Figure 1. Nets reached from selected ports.
Bar = 200 um.
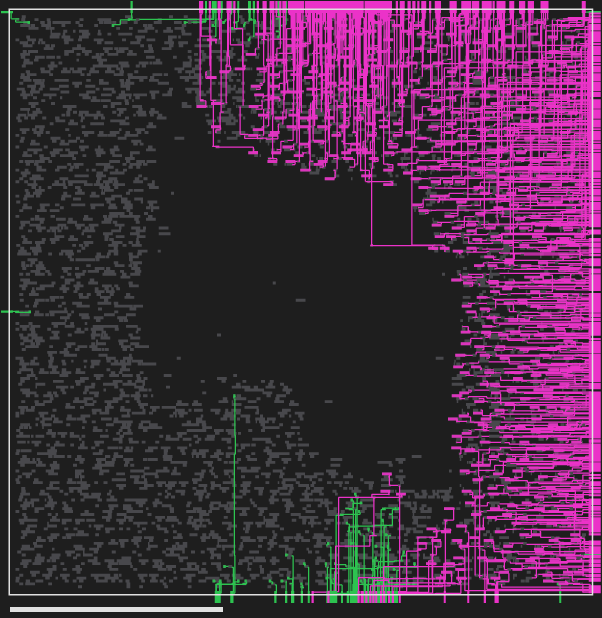
Figure 2. Clock nets.
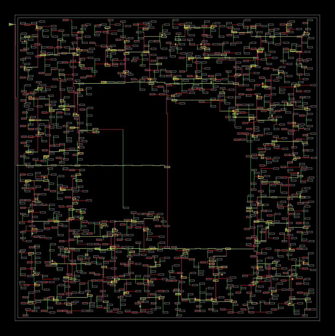
Figure 3. Signal wires on met4.
Supply wires on this layer in gray.
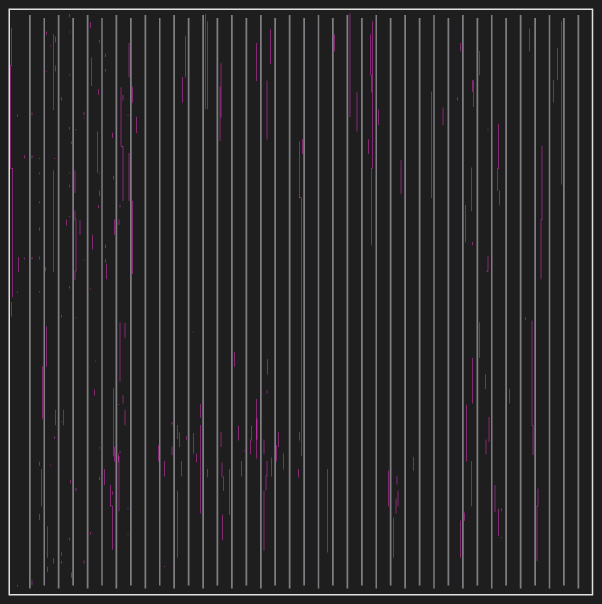
Figure 4. Met1 routing.
Supply wires on this layer in gray.
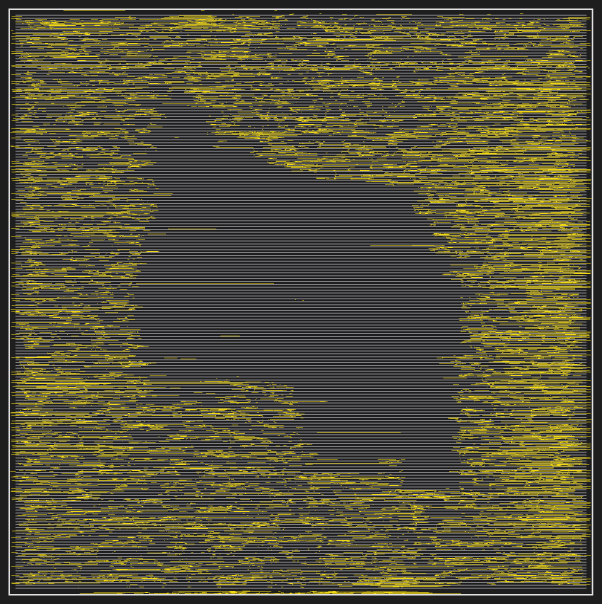
Design mem_line_bridge, sky130hd; sources not shown.
==> results.ini <==
[setup_path]
timing.reg2reg.setup_slack_ns = 105.27
critPathMostFrequentCell = buf_4
cp-end-kind = output pin
reg2reg_depth = 8
critPathMaxFanout = 36
arrival_ns = 5.50
cp.required_ns = 88.40
cp_cell_sequence = buf_4, buf_4, buf_4, mux4_2, and2_1, clkdlybuf4s50_1
worst_path_largest_cell_delay_ns = 1.04
critical_path_class = reg -> out

[worst_hold_path]
min_path_type = reg -> reg
holdPathStages = 1

[timing]
fmax_ghz = 0.0362
fin_crit_sh = 0.250
fin_ws_ns = 82.90
finalSetupViolations = 0
max_slew_margin = 0.169
worst_slew_pin_slew_ns = 1.25
slew_violations = 0
final.setup.tns_ns = 0
period_minus_slack_ns = 27.60
hold_viol_final = 0
finClkSkew_ns = 0.0513

[layout]
nets = 6042
final_util = 0.261
design_area_sq_um = 75300
regArea_sq_um = 27200
drive_gt1_frac = 0.162
layout_top_cell = clkdlybuf4s50_1
instances_no_fill = 9273
synthToLayoutAreaGrowth_pct = 55.5
fill_cells = 30100

[yosys]
syn-cell-area_sq_um = 48500
yosysWarnings = 0
ys_ff = 1087
top_area_cell = dfrtp_1
post-synth-top-count-cell = dfrtp_1
netlist.area_leader.share = 0.561
postSynthSeqShare = 0.561
syn_area_per_cell_sq_um = 12.8
synth.distinct_cells = 36
edf_count = 0
common_cells = dfrtp_1 (1087), inv_1 (517), mux2i_1 (513), nand2_1 (513), mux2_1 (300)
yosysChipArea_sq_um = 48500
async_flop_share = 1.00

[routing]
vias_per_cell = 3.75
drtIter0Drc = 1444
drc = 0
first_pass_iters = 5
ant_nets = 0

[cts]
cts_buffer_depth = 4
tritoncts = built
root_buffer = clkbuf_16
ctsHoldBuffers = 0
cts_resized = 0
clkSlewWorstSetupHoldPaths_ns = 0.06

[global_route]
overflow = 0
grt_max_degree = 137
grt_pass1_wl_um = 331000
grt_use_total = 0.157
antenna_found_initial = 197

[place]
dpl-instance-area_sq_um = 70100
gp_congestion = 0.779
post-dp-hpwl_um = 181000

[floorplanning]
rows = 198
fp.coreArea_sq_um = 289000
die_x_um = 547

[flow_run]
openroad.warnings = 54
drv_cap = 0

[status]
status = complete, no violations

-- Figure 1 (at the start) --
legend:
  magenta:
    port: mem_rdata
    bits: 512
    direction: output
    end_cells: 512
    buffers: 613
    wire: 44.1 mm
  green:
    port: bus_addr
    bits: 64
    direction: output
    end_cells: 64
    buffers: 62
    wire: 2680 um
IO Port Bufs: 1408
IO Pins: 1419

-- Figure 2 (at the start) --
clock buffer count: 235
flop count: 1087
Late-Pin Clk Latency: 0.83 ns

-- Figure 3 (at the start) --
longest straight run: 243 um
wire length on this layer: 5010 um
share of all routed wire: 2.1%
vias: 34700
Total Wirelength: 243000 um

-- Figure 4 (at the start) --
nets with wire on the layer: 5454
wire length on this layer: 93.9 mm
GRT met1 Usage: 0.177

## area by class of cell
class | instances | share of cell area
Inverter | 518 | 0.0260
Multi-Input combinational cell | 1949 | 0.237
Antenna cell | 43 | 0.00143
Clock inverter | 28 | 0.00450
Sequential cell | 1087 | 0.361
Clock buffer | 235 | 0.0601
Timing Repair Buffer | 1613 | 0.246
Tap cell | 3800 | 0.0631
## cell families after synthesis
family	Yosys count	share of synthesized area
buffers and inverters	749	0.0711
other	1	0.0000774
AND/OR/NAND/NOR	721	0.0670
adder cells (fa/ha/maj)	5	0.00129
multiplexers	1211	0.298
AND-OR/OR-AND	8	0.00116
flip-flops	1087	0.561
## critical path: cells and delay by family (launching register included)
kind | cells | cell delay, ns
and+or+nand+nor | 1 | 0.17
muxes | 1 | 0.62
DFF | 1 | 0.76
buffers and inverters | 4 | 2.97
## routing by layer
layer | track usage | routed length, um | vias to the layer above
met1 | 0.177 | 93900 | 17200
met5 | 0 | 1320 | -
met2 | 0.264 | 115000 | 1234
met4 | 0.0292 | 5010 | 202
met3 | 0.0836 | 26900 | 513
li1 | - | - | 15600
